Sizing map:
Scale: 4 px per µm.
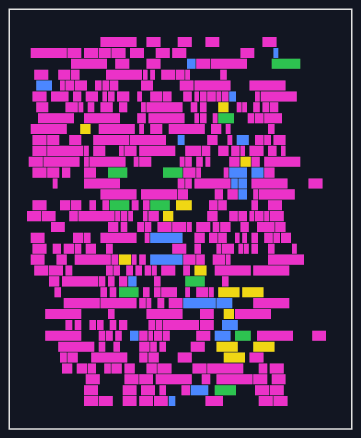
Where the registers sit:
Scale: 4 px per µm. Other sequential cells in the stronger gray, the rest of the logic in the fainter gray.
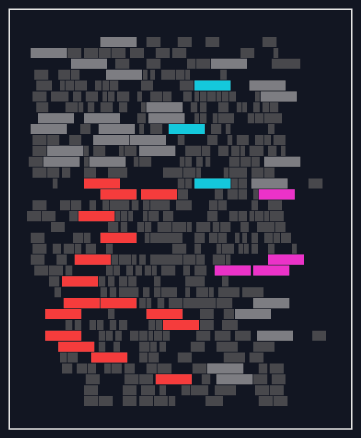
===== src/rtl/tile_spawn_ctrl.sv =====
// tile_spawn_ctrl: places a new tile on the 2048 board after each completed move.
// It picks a random cell and retries a bounded number of times on occupied
// cells. If every pick misses, it scans the board linearly for a free cell.
// The chosen cell is offered over a valid/ack handshake. When no cell is free,
// game over is flagged and held.
// Optional build macro: SPAWN_INIT_EN. When defined, two automatic spawns run
// after reset release and after every new_game_i.
module tile_spawn_ctrl #(
    parameter int N_CELLS     = 16,
    parameter int IDX_W       = 4,
    parameter int RAND_W      = 12,
    parameter int MAX_TRIES   = 4,
    parameter int FOUR_THRESH = 26
) (
    input  logic               clk,
    input  logic               rst,
    input  logic               move_done_i,
    input  logic               new_game_i,
    input  logic [N_CELLS-1:0] occ_i,
    input  logic [RAND_W-1:0]  rand_in_i,
    input  logic               spawn_ack_i,
    output logic               spawn_valid_o,
    output logic [IDX_W-1:0]   spawn_idx_o,
    output logic               spawn_four_o,
    output logic               busy_o,
    output logic               game_over_o,
    output logic               drop_err_o,
    output logic [15:0]        spawn_cnt_o
);

    typedef enum logic [2:0] {
        ST_IDLE,
        ST_PICK,
        ST_SCAN,
        ST_OFFER,
        ST_FULL
    } state_t;

    localparam logic [3:0] LAST_TRY    = 4'(MAX_TRIES - 1);
    localparam logic [7:0] THRESH_BYTE = 8'(FOUR_THRESH);

    state_t             state_q, state_d;
    logic [N_CELLS-1:0] occ_r_q, occ_r_d;
    logic [3:0]         tries_q, tries_d;
    logic [IDX_W-1:0]   ptr_q, ptr_d;
    logic [IDX_W-1:0]   idx_q, idx_d;
    logic               four_q, four_d;
    logic [15:0]        cnt_q, cnt_d;
    logic               drop_q, drop_d;
    logic               idle_ready;

    // Cell candidate and 2-vs-4 decision for this cycle's random word.
    logic [IDX_W-1:0] cand;
    logic             four_pick;
    assign cand      = rand_in_i[IDX_W-1:0];
    assign four_pick = (rand_in_i[IDX_W+7:IDX_W] < THRESH_BYTE);

`ifdef SPAWN_INIT_EN
    // Automatic spawns still owed after reset release or a new game.
    logic [1:0] init_q, init_d;
    assign idle_ready = (state_q == ST_IDLE) && (init_q == 2'd0);
`else
    assign idle_ready = (state_q == ST_IDLE);
`endif

    // Next-state, datapath and handshake decisions.
    always_comb begin
        // NOTE: every signal gets a default first, so no path can leave one
        // unassigned and infer a latch.
        state_d = state_q;
        occ_r_d = occ_r_q;
        tries_d = tries_q;
        ptr_d   = ptr_q;
        idx_d   = idx_q;
        four_d  = four_q;
        cnt_d   = cnt_q;
        drop_d  = 1'b0;
`ifdef SPAWN_INIT_EN
        init_d  = init_q;
`endif
        if (new_game_i) begin
            // new_game wins over move_done and never reports a drop.
            state_d = ST_IDLE;
            occ_r_d = '0;
            tries_d = '0;
            ptr_d   = '0;
`ifdef SPAWN_INIT_EN
            init_d  = 2'd2;
`endif
        end else begin
            if (move_done_i && !idle_ready) begin
                drop_d = 1'b1;
            end
            unique case (state_q)
                ST_IDLE: begin
`ifdef SPAWN_INIT_EN
                    if (init_q != 2'd0) begin
                        // Init spawns reuse occ_r, so the second one avoids the first.
                        state_d = ST_PICK;
                        tries_d = '0;
                        init_d  = init_q - 2'd1;
                    end else
`endif
                    if (move_done_i) begin
                        occ_r_d = occ_i;
                        tries_d = '0;
                        state_d = (&occ_i) ? ST_FULL : ST_PICK;
                    end
                end
                ST_PICK: begin
                    if (!occ_r_q[cand]) begin
                        idx_d   = cand;
                        four_d  = four_pick;
                        state_d = ST_OFFER;
                    end else if (tries_q == LAST_TRY) begin
                        ptr_d   = '0;
                        state_d = ST_SCAN;
                    end else begin
                        tries_d = tries_q + 4'd1;
                    end
                end
                ST_SCAN: begin
                    // The board is known to have a free cell, so ptr never wraps.
                    if (!occ_r_q[ptr_q]) begin
                        idx_d   = ptr_q;
                        four_d  = four_pick;
                        state_d = ST_OFFER;
                    end else begin
                        ptr_d = ptr_q + 1'b1;
                    end
                end
                ST_OFFER: begin
                    if (spawn_ack_i) begin
                        occ_r_d[idx_q] = 1'b1;
                        if (cnt_q != 16'hFFFF) begin
                            cnt_d = cnt_q + 16'd1;
                        end
                        state_d = ST_IDLE;
                    end
                end
                ST_FULL: begin
                    state_d = ST_FULL;
                end
                default: state_d = ST_IDLE;
            endcase
        end
    end

    // State register.
    always_ff @(posedge clk or posedge rst) begin
        if (rst) begin
            state_q <= ST_IDLE;
        end else begin
            // NOTE: sequential state uses non-blocking assignment so all
            // registers update together from the same pre-edge values.
            state_q <= state_d;
        end
    end

    // Datapath registers: occupancy copy, counters, offered tile, status.
    always_ff @(posedge clk or posedge rst) begin
        if (rst) begin
            // NOTE: occ_r is a plain 16-bit register and not a memory, so it
            // is reset with everything else to give a defined empty board.
            occ_r_q <= '0;
            tries_q <= '0;
            ptr_q   <= '0;
            idx_q   <= '0;
            four_q  <= 1'b0;
            cnt_q   <= '0;
            drop_q  <= 1'b0;
`ifdef SPAWN_INIT_EN
            init_q  <= 2'd2;
`endif
        end else begin
            occ_r_q <= occ_r_d;
            tries_q <= tries_d;
            ptr_q   <= ptr_d;
            idx_q   <= idx_d;
            four_q  <= four_d;
            cnt_q   <= cnt_d;
            drop_q  <= drop_d;
`ifdef SPAWN_INIT_EN
            init_q  <= init_d;
`endif
        end
    end

    assign spawn_valid_o = (state_q == ST_OFFER);
    assign spawn_idx_o   = idx_q;
    assign spawn_four_o  = four_q;
    assign busy_o        = (state_q == ST_PICK) || (state_q == ST_SCAN) || (state_q == ST_OFFER);
    assign game_over_o   = (state_q == ST_FULL);
    assign drop_err_o    = drop_q;
    assign spawn_cnt_o   = cnt_q;

endmodule


===== config.mk =====
export PLATFORM = sky130hd
export DESIGN_NAME = tile_spawn_ctrl
export DESIGN_NICKNAME = d
export VERILOG_FILES = /design/src/rtl/tile_spawn_ctrl.sv
export SDC_FILE = /design/constraint.sdc
export NUM_CORES = 1
export LEC_CHECK = 0
export ABC_CLOCK_PERIOD_IN_PS = 3020
export CORE_ASPECT_RATIO = 1.25
export CORE_MARGIN = 4
export CORE_UTILIZATION = 40
export CTS_CLUSTER_SIZE = 20
export DETAILED_ROUTE_END_ITERATION = 7
export GPL_TIMING_DRIVEN = 0
export HOLD_SLACK_MARGIN = 0.02
export PLACE_DENSITY = 0.68
export SYNTH_ARGS = -nofsm -noshare
export SYNTH_HDL_FRONTEND = slang
export SYNTH_SLANG_ARGS = --single-unit

===== constraint.sdc =====
create_clock -name clk -period 3.02 [get_ports clk]
set_clock_uncertainty 0.2 [all_clocks]
set_input_delay 0.906 -clock clk [delete_from_list [all_inputs] [get_ports clk]]
set_output_delay 0.906 -clock clk [all_outputs]
set_load 0.005 [all_outputs]

==> flow_metrics.env <==
# yosys + openroad results
export IMPL_status="complete, no violations"
export IMPL_clockBufferDepth=2
export IMPL_drt_initial_drc_count=178
export IMPL_insertion_delay_ns=0.30
export IMPL_fmax_mhz=340
export IMPL_port_buffer_count=55
export IMPL_syn_avg_cell_area_um2=9.35
export IMPL_worstPathRequired_ns=1.91
export IMPL_crit_chain="buf_6 > nand2_2 > nor2_4 > clkbuf_8 > clkdlybuf4s50_1"
export IMPL_top_usage_layer="met2"
export IMPL_timing_final_max_slew_violations=0
export IMPL_synthTopCellsByArea="dfrtp_1, a21oi_1, mux2i_1, o21bai_1, o21ai_0"
export IMPL_grt_usage_pct=17.4
export IMPL_hpwl_um=5700
export IMPL_seqPwrFrac_pct=41.2
export IMPL_crit_type="register to output pin"
export IMPL_dr_wl_met3_um=253
export IMPL_hold_buffers=0
export IMPL_cp_end_kind="output pin"
export IMPL_netSwitchingFraction_pct=37.0
export IMPL_placedCellCount=465
-- 'sizing map' (at the start) --
green -> _6 and larger  # cells 10, share 2.6%
blue -> _2 cells  # cells 21, share 5.4%
yellow -> _3 and _4 cells  # cells 13, share 3.4%
magenta -> _0 and _1 cells  # cells 342, share 89%
Plain + repair buffers: 78
Layout Area Growth over Synthesis: 28.3%
Final Worst Setup Slack: 0.0824 ns
final instance area: 0.00383 mm²

-- 'where the registers sit' (at the start) --
cyan -> state_q  # placed flops 3
red -> occ_r_q  # placed flops 16
magenta -> ptr_q  # placed flops 4, where east
not colored = 26
register area: 0.00123 mm²
Flop+latch power: 0.975 mW
final core utilization: 53.9%
Seq/total area: 32.0%

[state kept, by name, indices dropped and copies added, names as in the netlist]
register and cells:
occ_r_q 16, spawn_cnt_o 16, ptr_q 4, spawn_idx_o 4, tries_q 4, state_q 3, drop_err_o 1, spawn_four_o 1
[worst paths after layout]
check	endpoint	slack, ns	depth (start not counted)
setup / recovery	spawn_valid_o	0.08	5
hold / removal	spawn_cnt_o[3]$_DFFE_PP0P_	0.31	1
setup reg to reg	spawn_idx_o[1]$_DFFE_PP0P_	0.42	8
hold reg to reg	spawn_cnt_o[3]$_DFFE_PP0P_	0.31	1
max in group asynchronous	occ_r_q[15]$_DFFE_PP0P_	1.43	3
min in group asynchronous	tries_q[1]$_DFFE_PP0P_	0.69	2
Power figures rest on the tool's default switching activity, not on a simulated workload.
